<file path="src/rtl/ifu_fetch_queue_pkg.sv">
// Shared types and constants for the instruction fetch unit and its entry queue.
package ifu_fetch_queue_pkg;

    localparam logic [4:0]  EXC_NONE       = 5'h0;
    localparam logic [4:0]  EXC_ADEL       = 5'h4;
    localparam logic [31:0] DEF_RESET_PC   = 32'h0000_3000;
    localparam logic [31:0] DEF_EXC_VECTOR = 32'h0000_4180;

    typedef struct packed {
        logic [31:0] pc;
        logic [31:0] instr;
        logic [4:0]  exc;
    } fetch_entry_t;

endpackage

</file>
<file path="src/rtl/ifu_fetch_queue_fifo.sv">
// Circular FIFO with synchronous flush. The head is read directly from registered storage.
module ifu_fetch_queue_fifo #(
    parameter int DEPTH = 4,
    parameter int WIDTH = 69
) (
    input  logic                     clk,
    input  logic                     reset,
    input  logic                     flush,
    input  logic                     push,
    input  logic                     pop,
    input  logic [WIDTH-1:0]         wdata,
    output logic [WIDTH-1:0]         rdata,
    output logic [$clog2(DEPTH):0]   count,
    output logic                     empty,
    output logic                     full
);

    localparam int CW = $clog2(DEPTH);
    localparam logic [CW:0] FULL_CNT = (CW+1)'(DEPTH);

    logic [WIDTH-1:0] mem [DEPTH];
    logic [CW-1:0]    wr_ptr;
    logic [CW-1:0]    rd_ptr;

    assign rdata = mem[rd_ptr];
    assign empty = (count == '0);
    assign full  = (count == FULL_CNT);

    always_ff @(posedge clk) begin
        if (push) begin
            mem[wr_ptr] <= wdata;
        end
    end

    always_ff @(posedge clk) begin
        if (!reset || flush) begin
            wr_ptr <= '0;
            rd_ptr <= '0;
            count  <= '0;
        end else begin
            if (push) begin
                wr_ptr <= wr_ptr + 1'b1;
            end
            if (pop) begin
                rd_ptr <= rd_ptr + 1'b1;
            end
            if (push && !pop) begin
                count <= count + 1'b1;
            end else if (pop && !push) begin
                count <= count - 1'b1;
            end
        end
    end

endmodule

</file>
<file path="src/rtl/ifu_fetch_queue.sv">
// Fetch PC, address range check and fault parking, feeding a DEPTH-entry queue
// that decouples instruction memory from a stalling decode stage.
module ifu_fetch_queue
    import ifu_fetch_queue_pkg::*;
#(
    parameter logic [31:0] RESET_PC   = ifu_fetch_queue_pkg::DEF_RESET_PC,
    parameter logic [31:0] EXC_VECTOR = ifu_fetch_queue_pkg::DEF_EXC_VECTOR,
    parameter logic [31:0] IM_LO      = 32'h0000_3000,
    parameter logic [31:0] IM_HI      = 32'h0000_6ffc,
    parameter int          DEPTH      = 4,
    parameter logic [4:0]  EXC_ADEL   = ifu_fetch_queue_pkg::EXC_ADEL
) (
    input  logic                   clk,
    input  logic                   reset,
    input  logic                   int_req,
    input  logic                   redir_valid,
    input  logic [31:0]            redir_pc,
    output logic [31:0]            im_addr,
    input  logic [31:0]            im_rdata,
    input  logic                   deq_ready,
    output logic                   out_valid,
    output logic [31:0]            out_pc,
    output logic [31:0]            out_instr,
    output logic [4:0]             out_exc_code,
    output logic [$clog2(DEPTH):0] count
);

    logic [31:0]  pc;
    logic         parked;
    logic         fault;
    logic         flush;
    logic         push;
    logic         pop;
    logic         empty;
    logic         full;
    fetch_entry_t wr_entry;
    fetch_entry_t head;

    assign im_addr = pc;
    assign fault   = (pc[1:0] != 2'b00) || (pc < IM_LO) || (pc > IM_HI);
    assign flush   = int_req || redir_valid;

    // Redirects win over queue traffic: nothing moves in a flush cycle.
    assign out_valid = !empty;
    assign pop       = !flush && out_valid && deq_ready;
    assign push      = !flush && !parked && (!full || pop);

    always_comb begin
        wr_entry.pc    = pc;
        wr_entry.instr = fault ? 32'h0 : im_rdata;
        wr_entry.exc   = fault ? EXC_ADEL : EXC_NONE;
    end

    always_ff @(posedge clk) begin
        if (!reset) begin
            pc     <= RESET_PC;
            parked <= 1'b0;
        end else if (int_req) begin
            pc     <= EXC_VECTOR;
            parked <= 1'b0;
        end else if (redir_valid) begin
            pc     <= redir_pc;
            parked <= 1'b0;
        end else if (push) begin
            if (fault) begin
                parked <= 1'b1;
            end else begin
                pc <= pc + 32'd4;
            end
        end
    end

    ifu_fetch_queue_fifo #(
        .DEPTH (DEPTH),
        .WIDTH ($bits(fetch_entry_t))
    ) u_fifo (
        .clk   (clk),
        .reset (reset),
        .flush (flush),
        .push  (push),
        .pop   (pop),
        .wdata (wr_entry),
        .rdata (head),
        .count (count),
        .empty (empty),
        .full  (full)
    );

    assign out_pc       = head.pc;
    assign out_instr    = head.instr;
    assign out_exc_code = head.exc;

endmodule

</file>
<file path="config.mk">
export PLATFORM = sky130hd
export DESIGN_NAME = ifu_fetch_queue
export DESIGN_NICKNAME = d
export VERILOG_FILES = /design/src/rtl/ifu_fetch_queue_pkg.sv /design/src/rtl/ifu_fetch_queue_fifo.sv /design/src/rtl/ifu_fetch_queue.sv
export SDC_FILE = /design/constraint.sdc
export NUM_CORES = 1
export LEC_CHECK = 0
export ABC_AREA = 1
export CAP_MARGIN = 25
export CORE_MARGIN = 3
export CORE_UTILIZATION = 35
export CTS_CLUSTER_SIZE = 10
export DETAILED_ROUTE_END_ITERATION = 8
export PLACE_DENSITY = 0.51
export SLEW_MARGIN = 30
export SYNTH_ARGS = -nofsm -noshare
export SYNTH_HDL_FRONTEND = slang
export SYNTH_SLANG_ARGS = --single-unit
</file>
<file path="constraint.sdc">
create_clock -name clk -period 6.7 [get_ports clk]
set_clock_uncertainty 0.2 [all_clocks]
set_input_delay 1.34 -clock clk [delete_from_list [all_inputs] [get_ports clk]]
set_output_delay 1.34 -clock clk [all_outputs]
set_load 0.05 [all_outputs]
</file>
**M1 wires**

Bar = 50 um. Supply wires on this layer in grey.
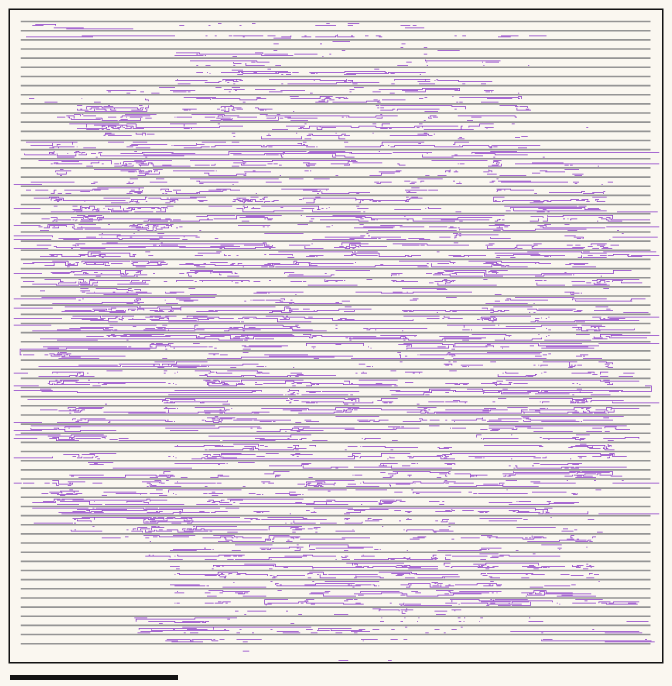
share of all routed wire	47%
nets with wire on the layer	1179

==> changes_impl.md <==
### Metrics

- Status: completed
- Cell Int Power: 3240 uW
- Wirelength per Cell: 18.3 um
- Final number of max-transition violations: 0
- Count of boundary I/O pins: 174
- Worst-case hold slack: 276 ps
- NonClk Buf Share: 0.119
- HPWL reported at the end of detailed placement: 18.8 mm
- Leakage component of the power: 0.00550 uW
- Number of nets with antenna violations after detailed routing: 0
- Post-synthesis share of cell area spent on and, or, nand and nor gates: 0.121
- Setup slack after layout: 1920 ps
- Yosys top cell area share: 0.632
- Met1 demand-to-capacity share in global routing: 0.230
- Clock buffers and inverters, area share: 0.0685
- Synthesis-stage register bit count: 302
- DRC errors left: 0
- CTS H-tree lvls: 2
- Leading post-synthesis cells by cell area: edfxtp_1 63%, nor2_1 6.9%, dfxtp_1 6.8%
- Critical Path Slowest Stage Cell: clkdlybuf4s50_1
- Combinational gate power: 328 uW
- Sequential share of power: 0.503
- Part of the Yosys area used for sequential elements: 0.700
- Post-synthesis cell type count: 34
- Seq power: 2110 uW
- Wire length reported by the detailed router: 30.9 mm
- Ys Warns: 0
- P_sw: 948 uW
- Fraction of standard cell area that is sequential: 0.565
- Register-to-Register Setup Slack: 3850 ps
- Synthesized-area fraction occupied by xor and xnor cells: 0.000709
- CTS Buf Count: 37
- Total congestion overflow: 0
- Root buffer selected by CTS: clkbuf_16
- Sequential cells: 302
- Net switching fraction of the power: 0.226
- Met2 layer wire length in the routed design: 14.4 mm
- Clock-pin slew on the worst setup and hold paths: 50 ps
- Gr busiest metal: met2
- Wire length of the first global-routing pass: 48.8 mm
- Num tapcells: 455
- DR pass1 iterations: 5
**M2 wires**

Cells faint in the background.
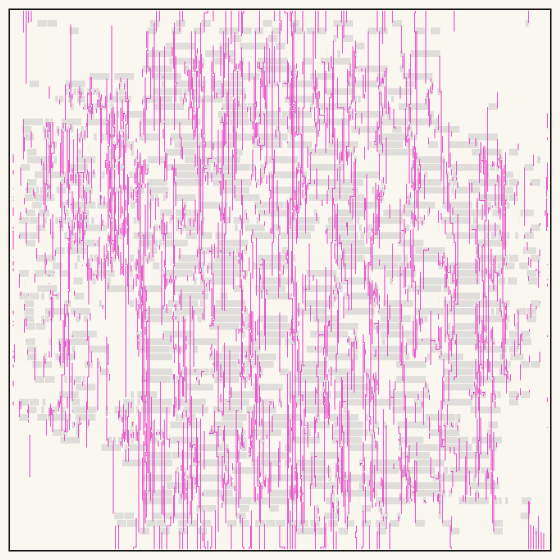
nets with wire on the layer	962
longest straight run	72.8 um

Power and IR drop assume default switching activity.
